### Gate-type map, run 1

Bar = 20 um.
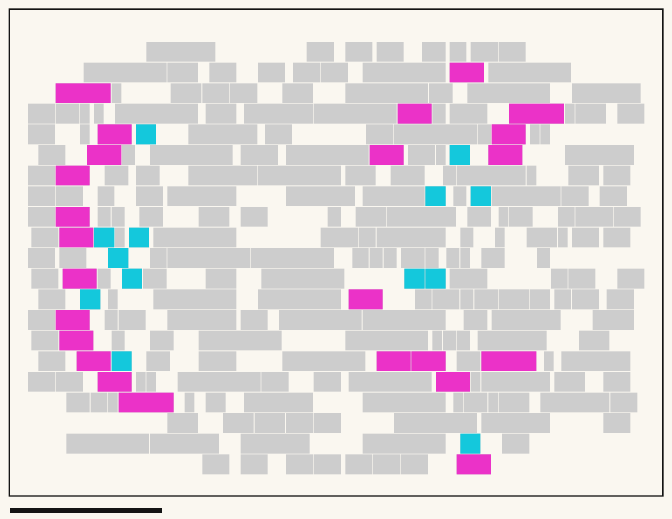
### Cell sizes after repair, run 1

Bar = 20 um.
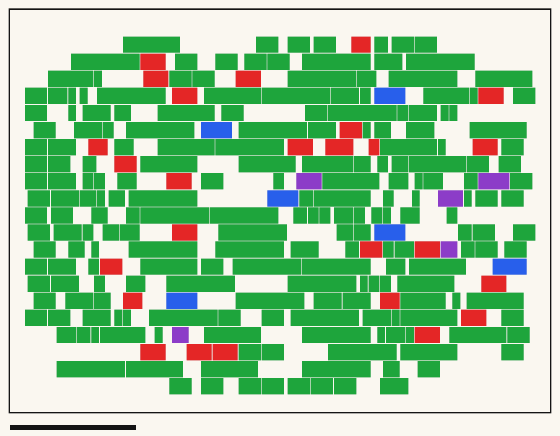
### Where the registers sit, run 1

Bar = 20 um. Other sequential cells in the stronger gray, the rest of the logic in the fainter gray.
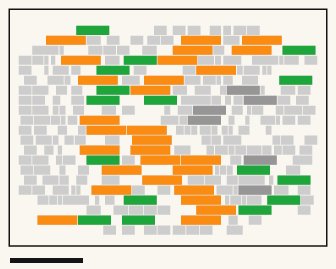
### Track usage over the die, run 1

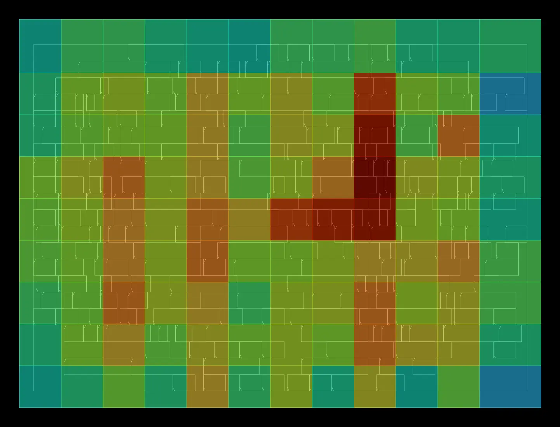
## config.mk

```make
export PLATFORM = sky130hd
export DESIGN_NAME = cla_add_pipe
export DESIGN_NICKNAME = d
export VERILOG_FILES = /design/src/rtl/cla_add_pipe_pkg.sv /design/src/rtl/cla_add_4bit.sv /design/src/rtl/cla_add_pipe.sv
export SDC_FILE = /design/constraint.sdc
export NUM_CORES = 1
export LEC_CHECK = 0
export CAP_MARGIN = 25
export CORE_AREA = 2 2 84 62
export CTS_BUF_LIST = sky130_fd_sc_hd__clkbuf_2 sky130_fd_sc_hd__clkbuf_4 sky130_fd_sc_hd__clkbuf_8
export DETAILED_ROUTE_END_ITERATION = 12
export DIE_AREA = 0 0 86 64
export PLACE_DENSITY = 0.85
export SLEW_MARGIN = 20
export SYNTH_ARGS = -nofsm -noshare
export SYNTH_HDL_FRONTEND = slang
export SYNTH_HIERARCHICAL = 1
export SYNTH_SLANG_ARGS = --single-unit
```

## constraint.sdc

```tcl
create_clock -name clk -period 5.4 [get_ports clk]
set_input_delay 0.54 -clock clk [delete_from_list [all_inputs] [get_ports clk]]
set_output_delay 0.54 -clock clk [all_outputs]
set_load 0.02 [all_outputs]
```

## src/rtl/cla_add_pipe_pkg.sv

```systemverilog
// Shared definitions for the two-stage carry-lookahead adder: sizing, stage-1 record
// and the group-level lookahead used by both pipeline stages.
package cla_add_pipe_pkg;

    localparam int CLA_WIDTH = 16;
    localparam int GRP       = 4;
    localparam int NGRP      = CLA_WIDTH / GRP;
    localparam int HALF      = CLA_WIDTH / 2;
    localparam int NGRP_HALF = NGRP / 2;

    typedef struct packed {
        logic [HALF-1:0] s_lo;
        logic            c_mid;
        logic            gp_lo;
        logic            gg_lo;
        logic            cin;
        logic [HALF-1:0] a_hi;
        logic [HALF-1:0] b_hi;
    } stage1_t;

    // Carry into group k of a half-word, written as a flat sum of products
    // (G[j] & P[j+1..k-1], plus ci & P[0..k-1]) so no group waits on its neighbour.
    function automatic logic lookahead_carry(input logic [NGRP_HALF-1:0] p,
                                             input logic [NGRP_HALF-1:0] g,
                                             input logic                 ci,
                                             input int                   k);
        logic c;
        logic t;
        c = ci;
        for (int j = 0; j < NGRP_HALF; j++) begin
            if (j < k) c = c & p[j];
        end
        for (int j = 0; j < NGRP_HALF; j++) begin
            if (j < k) begin
                t = g[j];
                for (int m = 0; m < NGRP_HALF; m++) begin
                    if (m > j && m < k) t = t & p[m];
                end
                c = c | t;
            end
        end
        return c;
    endfunction

endpackage

```

## src/rtl/cla_add_4bit.sv

```systemverilog
// 4-bit carry-lookahead slice: sum for a given carry in, plus group propagate/generate.
module cla_add_4bit
    import cla_add_pipe_pkg::*;
(
    input  logic [GRP-1:0] i_a,
    input  logic [GRP-1:0] i_b,
    input  logic           i_ci,
    output logic [GRP-1:0] o_s,
    output logic           o_p,
    output logic           o_g
);

    logic [GRP-1:0] w_p;
    logic [GRP-1:0] w_g;
    logic [GRP-1:0] w_c;

    assign w_p = i_a ^ i_b;
    assign w_g = i_a & i_b;

    assign w_c[0] = i_ci;
    assign w_c[1] = w_g[0] | (w_p[0] & i_ci);
    assign w_c[2] = w_g[1] | (w_p[1] & w_g[0]) | (w_p[1] & w_p[0] & i_ci);
    assign w_c[3] = w_g[2] | (w_p[2] & w_g[1]) | (w_p[2] & w_p[1] & w_g[0])
                  | (w_p[2] & w_p[1] & w_p[0] & i_ci);

    assign o_s = w_p ^ w_c;
    assign o_p = &w_p;
    assign o_g = w_g[3] | (w_p[3] & w_g[2]) | (w_p[3] & w_p[2] & w_g[1])
               | (w_p[3] & w_p[2] & w_p[1] & w_g[0]);

endmodule

```

## src/rtl/cla_add_pipe.sv

```systemverilog
// Two-stage pipelined carry-lookahead adder s = a + b + cin with valid/ready on both sides.
// The lower half resolves in stage 1; its registered mid carry drives the upper half in stage 2.
module cla_add_pipe
    import cla_add_pipe_pkg::*;
#(
    parameter int WIDTH = CLA_WIDTH
) (
    input  logic             clk,
    input  logic             rst_n,
    input  logic             in_valid,
    output logic             in_ready,
    input  logic [WIDTH-1:0] a,
    input  logic [WIDTH-1:0] b,
    input  logic             cin,
    output logic             out_valid,
    input  logic             out_ready,
    output logic [WIDTH-1:0] s,
    output logic             cout,
    output logic             gp,
    output logic             gg,
    output logic             ovf
);

    // The stage-1 record is sized by the package, so WIDTH must track CLA_WIDTH.
    localparam int LH = WIDTH / 2;
    localparam int NH = LH / GRP;

    logic             r_v1;
    logic             r_v2;
    logic             w_ld1;
    logic             w_ld2;

    stage1_t          w_st1;
    stage1_t          r_st1;

    logic [LH-1:0]    w_s_lo;
    logic [NH-1:0]    w_gp_lo;
    logic [NH-1:0]    w_gg_lo;
    logic [NH-1:0]    w_gci_lo;

    logic [LH-1:0]    w_s_hi;
    logic [NH-1:0]    w_gp_hi;
    logic [NH-1:0]    w_gg_hi;
    logic [NH-1:0]    w_gci_hi;

    logic             w_gp_hi_all;
    logic             w_gg_hi_all;
    logic             w_gp;
    logic             w_gg;
    logic             w_cout;
    logic             w_c_msb;

    logic [WIDTH-1:0] r_s;
    logic             r_cout;
    logic             r_gp;
    logic             r_gg;
    logic             r_ovf;

    // Pipeline control
    assign w_ld2    = r_v1 & (~r_v2 | out_ready);
    assign w_ld1    = in_valid & in_ready;
    assign in_ready = ~r_v1 | w_ld2;

    always_ff @(posedge clk or negedge rst_n) begin
        if (!rst_n) begin
            r_v1 <= 1'b0;
            r_v2 <= 1'b0;
        end else begin
            r_v1 <= w_ld1 | (r_v1 & ~w_ld2);
            r_v2 <= w_ld2 | (r_v2 & ~out_ready);
        end
    end

    // Stage 1: lower half sum, mid carry and lower-half group P/G
    for (genvar k = 0; k < NH; k++) begin : g_lo
        cla_add_4bit u_grp (
            .i_a  (a[k*GRP +: GRP]),
            .i_b  (b[k*GRP +: GRP]),
            .i_ci (w_gci_lo[k]),
            .o_s  (w_s_lo[k*GRP +: GRP]),
            .o_p  (w_gp_lo[k]),
            .o_g  (w_gg_lo[k])
        );
    end

    always_comb begin
        for (int k = 0; k < NH; k++) begin
            w_gci_lo[k] = lookahead_carry(w_gp_lo, w_gg_lo, cin, k);
        end
    end

    always_comb begin
        w_st1       = '0;
        w_st1.s_lo  = w_s_lo;
        w_st1.c_mid = lookahead_carry(w_gp_lo, w_gg_lo, cin, NH);
        w_st1.gp_lo = &w_gp_lo;
        w_st1.gg_lo = lookahead_carry(w_gp_lo, w_gg_lo, 1'b0, NH);
        w_st1.cin   = cin;
        w_st1.a_hi  = a[WIDTH-1:LH];
        w_st1.b_hi  = b[WIDTH-1:LH];
    end

    always_ff @(posedge clk) begin
        if (w_ld1) r_st1 <= w_st1;
    end

    // Stage 2: upper half from the registered mid carry, whole-word flags
    for (genvar k = 0; k < NH; k++) begin : g_hi
        cla_add_4bit u_grp (
            .i_a  (r_st1.a_hi[k*GRP +: GRP]),
            .i_b  (r_st1.b_hi[k*GRP +: GRP]),
            .i_ci (w_gci_hi[k]),
            .o_s  (w_s_hi[k*GRP +: GRP]),
            .o_p  (w_gp_hi[k]),
            .o_g  (w_gg_hi[k])
        );
    end

    always_comb begin
        for (int k = 0; k < NH; k++) begin
            w_gci_hi[k] = lookahead_carry(w_gp_hi, w_gg_hi, r_st1.c_mid, k);
        end
    end

    assign w_gp_hi_all = &w_gp_hi;
    assign w_gg_hi_all = lookahead_carry(w_gp_hi, w_gg_hi, 1'b0, NH);
    assign w_gp        = r_st1.gp_lo & w_gp_hi_all;
    assign w_gg        = w_gg_hi_all | (w_gp_hi_all & r_st1.gg_lo);
    assign w_cout      = w_gg | (w_gp & r_st1.cin);
    // Carry into the sign bit, recovered from its sum bit and operands.
    assign w_c_msb     = w_s_hi[LH-1] ^ r_st1.a_hi[LH-1] ^ r_st1.b_hi[LH-1];

    always_ff @(posedge clk or negedge rst_n) begin
        if (!rst_n) begin
            r_s    <= '0;
            r_cout <= 1'b0;
            r_gp   <= 1'b0;
            r_gg   <= 1'b0;
            r_ovf  <= 1'b0;
        end else if (w_ld2) begin
            r_s    <= {w_s_hi, r_st1.s_lo};
            r_cout <= w_cout;
            r_gp   <= w_gp;
            r_gg   <= w_gg;
            r_ovf  <= w_c_msb ^ w_cout;
        end
    end

    assign out_valid = r_v2;
    assign s         = r_s;
    assign cout      = r_cout;
    assign gp        = r_gp;
    assign gg        = r_gg;
    assign ovf       = r_ovf;

endmodule

```

==> impl_metrics.py, run 1 <==
# Auto-generated metrics
metrics = {
    "critical_path": {
        "path_max_fanout": 5,
        "cp_common_cell": "a21o_1",
        "crit-reg2reg-capture": "ovf",
        "cpMaxStageDelayCell": "edfxtp_1",
        "r2r_cells": 11,
    },
    "yosys": {
        "netlist_instances": 183,
        "syn_area_sq_mm": 0.00252,
        "synth_top_cell_by_count": "edfxtp_1",
        "ys_sh_mux_pct": 7.14,
    },
    "clock_network": {
        "cts_resized": 0,
        "clk_latency_ps": 300,
    },
    "global_route": {
        "grt-ovfl-total": 0,
        "grt_pass1_wl_mm": 7.47,
    },
    "min_path": {
        "worstHoldEndpoint": "s[0]",
    },
    "placement": {
        "post-dp-hpwl_mm": 3.35,
        "routabilityCongestion": 0.809,
    },
    "run_status": {
        "status": "finished clean",
    },
    "final_timing": {
        "hold_viol": 0,
    },
    "routing": {
        "viasPerCell": 5.16,
        "totalWireLength_mm": 4.38,
    },
    "power": {
        "ir_drop_mv": 0.122,
    },
    "floorplanning": {
        "die_area_sq_mm": 0.00550,
    },
}
Notes on 'Gate-type map' above:
Key: non-inverting ao/oa cells = cyan [cells 13, most used a21o_1]; fa/ha/maj cells = magenta [cells 24, most used ha_1]
logic share of the area: 32.3%
final cell count without fillers: 307
most frequent logic cell in the layout: clkdlybuf4s50_1

Notes on 'Cell sizes after repair' above:
Key: _2 cells = red [cells 26, share 10%, most used mux2_2]; _3 and _4 cells = purple [cells 5, share 2.0%]; _0 and _1 cells = green [cells 213, share 85%, most used clkdlybuf4s50_1]; _6 and larger = blue [cells 6, share 2.4%, most used clkbuf_8]
Area Growth Syn to Fin: 29.6%
final setup margin: 2630 ps
Final Cell Area: 0.00327 sq mm
bufs w/o clock: 60

Notes on 'Where the registers sit' above:
Key: `s` = green [sequential cells 16, where spread over the die]; `r_st1` = orange [sequential cells 28]
Another 6 sequential cells are not colored.
Util after Layout: 70.4%
flop share of the area: 42.5%

Notes on 'Track usage over the die' above:
met2 Usage GRT: 29.9%
All-Layer GR Usage: 17.8%
gr busiest metal: met2
grt met3 use: 5.30%

-- run 1: metrics by stage --
step                      instance area [sq um]  hold slack, ps  cells  utilization (%)  worst slack, ps
after detailed placement                   3190             466    299             68.5             2680
final                                      3270             482    307             70.4             2630
after CTS                                  3270             487    307             70.4             2650
after global placement                     3170             458    298             68.2             2800
after global routing                       3270             507    307             70.4             2510
after floorplan                            2520             244    183                -             2960
-- run 1: placed cells by master (no fill, tap or decap), drive strengths merged --
cell type	n
inv	17
o31ai	1
a31oi	1
a41oi	1
nand3	10
and2	2
clkdlybuf4s50	58
a21oi	10
dfrtp	22
o21ai	3
a311oi	1
xor2	4
fa	4
xnor2	8
mux2	16
clkbuf	6
nand4	5
nor2b	1
nand2	7
clkinv	2
xnor3	1
edfxtp	28
buf	2
ha	20
a21o	13
nand2b	2
and4	5
-- run 1: cell type report --
type | instances | area (sq um)
repair buffers | 60 | 603
inverters | 17 | 63.8
fillers | 330 | 1380
flip-flops and latches | 50 | 1390
well taps | 57 | 71.3
clock inverters | 2 | 8.76
clock buffers | 6 | 76.3
multi-input cells | 115 | 1060
-- run 1: sequential cells by signal (all words and copies together), names as in the netlist --
register and count:
cout 1, r_v1 1, s 16, gp 1, gg 1, r_st1 28
out_valid 1, ovf 1
-- run 1: worst register-to-register path, stage by stage (launching register included) --
cell,delay (ps)
edfxtp_1,370
ha_1,370
a21oi_1,230
nand2_1,80
a21o_1,190
a21o_1,200
nand4_1,140
nand3_1,110
xor2_1,250
xnor3_1,370
and4_4,200
o31ai_2,170
-- run 1: power breakdown --
| group | total [mW] | internal, mW | switching, mW |
|---|---|---|---|
| sequential | 0.498 | 0.470 | 0.0282 |
| clock | 0.210 | 0.0942 | 0.115 |
| combinational | 0.337 | 0.179 | 0.157 |
| total | 1.04 | 0.743 | 0.301 |
### Cells colored by class, run 1

Bar = 20 um.
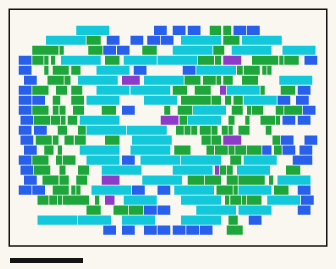

==> run 1 -> run 2 <==
CORE_AREA = 2 2 91 67   (was 2 2 84 62)
DIE_AREA = 0 0 93 69   (was 0 0 86 64)
PLACE_DENSITY = 0.77   (was 0.85)
clock period = 2.3 ns   (was 5.4 ns; I/O delays follow)
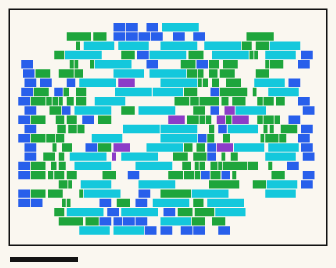
*Cells colored by class, run 2*
Bar = 20 um.
Key: clock drivers and dummy loads = purple [cells 8]; remaining buffers and delay cells = blue [cells 70]; sequential cells = cyan [cells 50]; combinational and other logic = green [cells 132]
FP Rows: 23
Final Cell Area: 0.00342 sq mm
Floorplan Core Area: 0.00553 sq mm
Util after Layout: 61.9%
flop share of the area: 40.7%

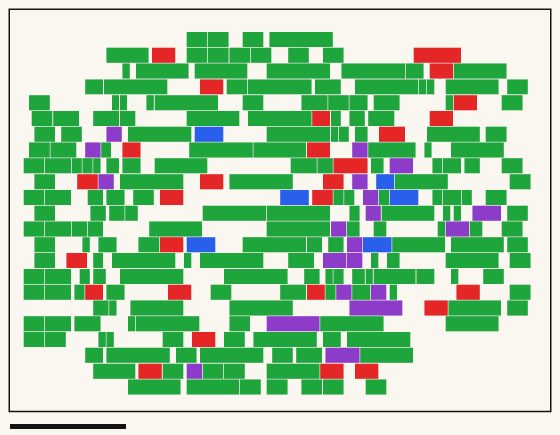
*Cell sizes after repair, run 2*
Bar = 20 um.
Key: _3 and _4 cells = purple [cells 20, share 7.7%, most used buf_4]; _0 and _1 cells = green [cells 207, share 80%, most used clkdlybuf4s50_1]; _6 and larger = blue [cells 6, share 2.3%, most used clkbuf_8]; _2 cells = red [cells 27, share 10%, most used mux2_2]
Area Growth Syn to Fin: 35.4%
bufs w/o clock: 70
final setup margin: -85.9 ps

==> run 2 against run 1 <==
  * The flow now finishes with violations (negative setup slack)
  * Clock power grew 140%
  * Critical path depth is the same
  * Via count grew 3.3%
  * Core utilization shrank 8.5 points
  * Clock-buffer cell count shrank 1
  * Sequential power grew 130%
  * Flip-flop count is the same
  * Synthesized cell count is the same
  * Worst hold slack lost 210 ps
  * Die size grew 17%
  * Largest cell class unchanged
  * Largest power group unchanged
==> impl_metrics.py, run 2 <==
# Auto-generated metrics
metrics = {
    "global_route": {
        "use_met2_pct": 24.1,
        "grt-ovfl-total": 0,
        "grt_pass1_wl_mm": 7.48,
        "use_met3_pct": 3.72,
        "track_usage_pct": 14.6,
    },
    "run_status": {
        "status": "finished, violations left",
        "violations": "negative setup slack",
    },
    "clock_network": {
        "clk_latency_ps": 290,
        "cts_resized": 1,
    },
    "critical_path": {
        "r2r_cells": 11,
        "cp_common_cell": "a21o_1",
        "crit-reg2reg-capture": "ovf",
        "cpMaxStageDelayCell": "edfxtp_1",
        "path_max_fanout": 4,
    },
    "routing": {
        "totalWireLength_mm": 4.31,
        "viasPerCell": 4.89,
    },
    "finish": {
        "regMostFlops": "r_st1",
        "seqCellArea_sq_mm": 0.00139,
        "final-comb-area_sq_mm": 0.00111,
        "layout_top_cell": "clkdlybuf4s50_1",
        "fill_cells": 450,
    },
    "placement": {
        "place_ws_ps": -137,
    },
    "yosys": {
        "netlist_instances": 183,
        "synth_top_cell_by_count": "edfxtp_1",
        "syn_area_sq_mm": 0.00252,
    },
    "final_timing": {
        "setup_viol": 1,
        "fin_ws_ps": -85.9,
    },
    "floorplanning": {
        "die_area_sq_mm": 0.00642,
    },
}
==> run 2: cell count changes in the layout (fill, tap and decap cells not counted), sizes merged <==
cell      previous run  this run
clkinvlp             0         1
clkbuf               6         5
clkinv               2         1
inv                 17        18
buf                  2        12
==> run 2: metrics by stage <==
| step | area, sq um | hold WS [ps] | utilization, % | instances | power (mW) |
|---|---|---|---|---|---|
| detailed placement | 3280 | 465 | 59.4 | 326 | 2.00 |
| global route | 3420 | 309 | 61.9 | 335 | 2.65 |
| CTS | 3370 | 277 | 61.1 | 334 | 2.51 |
| global placement | 3280 | 458 | 59.4 | 326 | 1.98 |
| floorplan | 2540 | -65.6 | - | 183 | 1.63 |
| finish | 3420 | 274 | 61.9 | 335 | 2.49 |
==> run 2: power breakdown <==
part           internal [mW]  leakage [nW]  switching, mW  total, mW
Clock                  0.214        0.0422          0.282      0.496
Sequential              1.10         0.528         0.0679       1.17
Combinational          0.451         0.901          0.371      0.822
==> run 2: area by class of cell <==
class	instances	area share, %
sequential	50	40.7
multi-input combinational	115	32.5
timing repair buffer	70	19.6
tap	75	2.75
clock buffer	5	2.01
inverter	17	1.87
clock inverter	3	0.586
==> run 2: kinds of logic (layout without fill, tap and decap cells) <==
| group | Yosys count | count (layout) | synth area share (%) |
|---|---|---|---|
| flops | 50 | 50 | 55.1 |
| buf+inv | 18 | 95 | 2.97 |
| simple gates | 32 | 32 | 8.13 |
| xor+xnor | 13 | 13 | 5.06 |
| mux | 16 | 16 | 7.14 |
| compound gates | 30 | 30 | 8.48 |
| fa+ha+maj | 24 | 24 | 13.1 |
==> run 2: worst register-to-register path, delay by kind of cell, from the launching register on <==
family / cells / cell delay (ps)
AOI/OAI and AO/OA: 4 / 650
and+or+nand+nor: 4 / 510
xor gates and xnor gates: 2 / 450
DFF: 1 / 420
adders and majority gates: 1 / 280
### Gate-type map, run 2

Bar = 20 um.
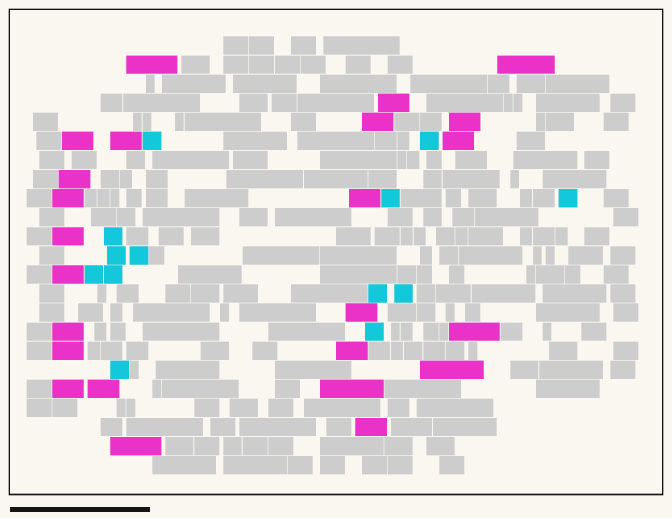

==> run 2 -> run 3 <==
clock period = 1.95 ns   (was 2.3 ns; I/O delays follow)
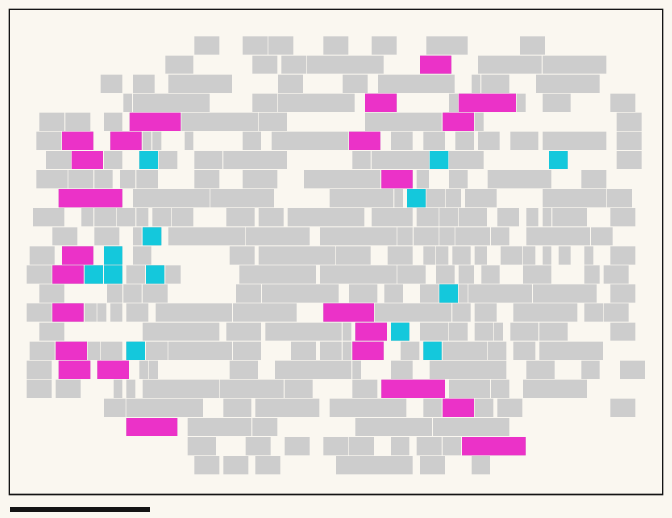
*Gate-type map, run 3*
Bar = 20 um.
logic share of the area: 32.1%
final cell count without fillers: 354

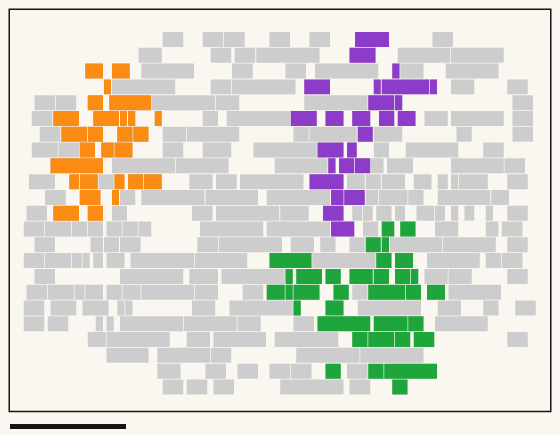
*Hierarchy map, run 3*
Bar = 20 um. Other cells in gray.
Key: `g_hi[1].u_grp` = purple [cells 25]; `g_lo[0].u_grp` = orange [cells 27]; `g_hi[0].u_grp` = green [cells 34]
chip footprint: 0.00642 sq mm
Util after Layout: 65.6%

==> run 3 against run 2 <==
  * Largest cell class unchanged
  * Critical path type unchanged
  * The run still ends with negative setup slack left
  * Routed wire length increased by 12%
  * Clock skew grew 2.5 ps
  * Cell count grew 5.7%
==> impl_metrics.py, run 3 <==
# Auto-generated metrics
metrics = {
    "run_status": {
        "status": "finished, violations left",
        "violations": "negative setup slack",
    },
    "critical_path": {
        "path_max_fanout": 3,
        "cpMaxStageDelayCell": "fa_2",
    },
    "power": {
        "total_power_mw": 3.05,
        "ir_drop_mv": 0.333,
        "leakage_nw": 1.59,
    },
    "placement": {
        "post-dp-hpwl_mm": 3.49,
        "place_ws_ps": -392,
        "routabilityCongestion": 0.877,
        "dpl.cell_count": 331,
        "placement.cell_area_sq_mm": 0.00334,
    },
    "global_route": {
        "grt_pass1_wl_mm": 7.99,
        "grt-ovfl-total": 0,
        "track_usage_pct": 15.8,
        "grt_max_degree": 29,
    },
    "routing": {
        "viasPerCell": 4.80,
        "drtIter0Drc": 50,
        "totalWireLength_mm": 4.83,
    },
    "final_timing": {
        "timing.hold.ws_ps": 251,
        "setup_viol": 5,
        "hold_viol": 0,
        "fin_ws_ps": -422,
    },
    "floorplanning": {
        "core_sq_mm": 0.00553,
        "io_pins": 59,
        "rows": 23,
    },
    "finish": {
        "largest_reg_flops": 28,
        "layout_top_cell": "clkdlybuf4s50_1",
        "finalInstanceArea_sq_mm": 0.00362,
        "lay_top_cells": "clkdlybuf4s50_1, buf_4, edfxtp_1, dfrtp_1",
        "fill_cells": 424,
        "syn_to_final_growth_pct": 43.6,
        "regMostFlops": "r_st1",
    },
    "clock_network": {
        "htree_levels": 2,
        "clk_latency_ps": 300,
    },
    "yosys": {
        "syn_area_sq_mm": 0.00252,
        "synth_nets": 244,
        "netlist_instances": 183,
        "synth_top_cell_by_count": "edfxtp_1",
        "yosysTopAreaCell": "edfxtp_1",
    },
}
## run 3: logic make-up (layout without fill, tap and decap cells)
group | count (synthesis) | in the layout | share of synthesized area [%]
AOI/OAI and AO/OA | 30 | 30 | 8.48
adders and majority gates | 24 | 24 | 13.1
muxes | 16 | 16 | 7.14
DFF | 50 | 50 | 55.1
buffers and inverters | 18 | 114 | 2.97
xor gates and xnor gates | 13 | 13 | 5.06
and+or+nand+nor | 32 | 32 | 8.13
## run 3: final timing paths
| kind | cells after the start | slack [ps] | endpoint | startpoint |
|---|---|---|---|---|
| max | 10 | -420 | s[12] | r_st1[2] |
| min | 2 | 250 | s[1] | rst_n |
| max reg2reg | 10 | -420 | s[12] | r_st1[2] |
| min reg2reg | 1 | 480 | s[5] | r_st1[25] |
| max in group asynchronous | 2 | 1470 | s[9] | rst_n |
| min in group clk | 1 | 440 | r_st1[6] | b[14] |
## run 3: cell type report
cell class	instances	area (sq um)	area share [%]
tap	75	93.8	2.59
sequential	50	1390	38.4
multi-input combinational	115	1160	32.1
clock buffer	6	76.3	2.11
timing repair buffer	89	822	22.7
inverter	17	63.8	1.76
clock inverter	2	15.0	0.414
## run 3: per-layer routing
metal / vias up / global-route usage, % / part of all wire, %
li1: 858 / - / -
met1: 791 / 19.5 / 43
met2: 46 / 26.6 / 50
met3: 4 / 5.14 / 7.1
met4: 0 / 4.41 / 0.56
met5: - / 0 / 0
## run 3: report_power, final
part	internal, mW	switching [mW]
sequential	1.30	0.0841
clock	0.267	0.326
combinational	0.596	0.473
total	2.16	0.883
## run 3: repair_timing
| action | CTS | global route |
|---|---|---|
| gates resized | 4 | 13 |
| gates cloned | 0 | 0 |
| buffers inserted | 9 | 6 |
| pin swaps | 3 | 4 |
| endpoints found under the setup margin | 5 | 12 |
Power figures rest on the tool's default switching activity, not on a simulated workload.
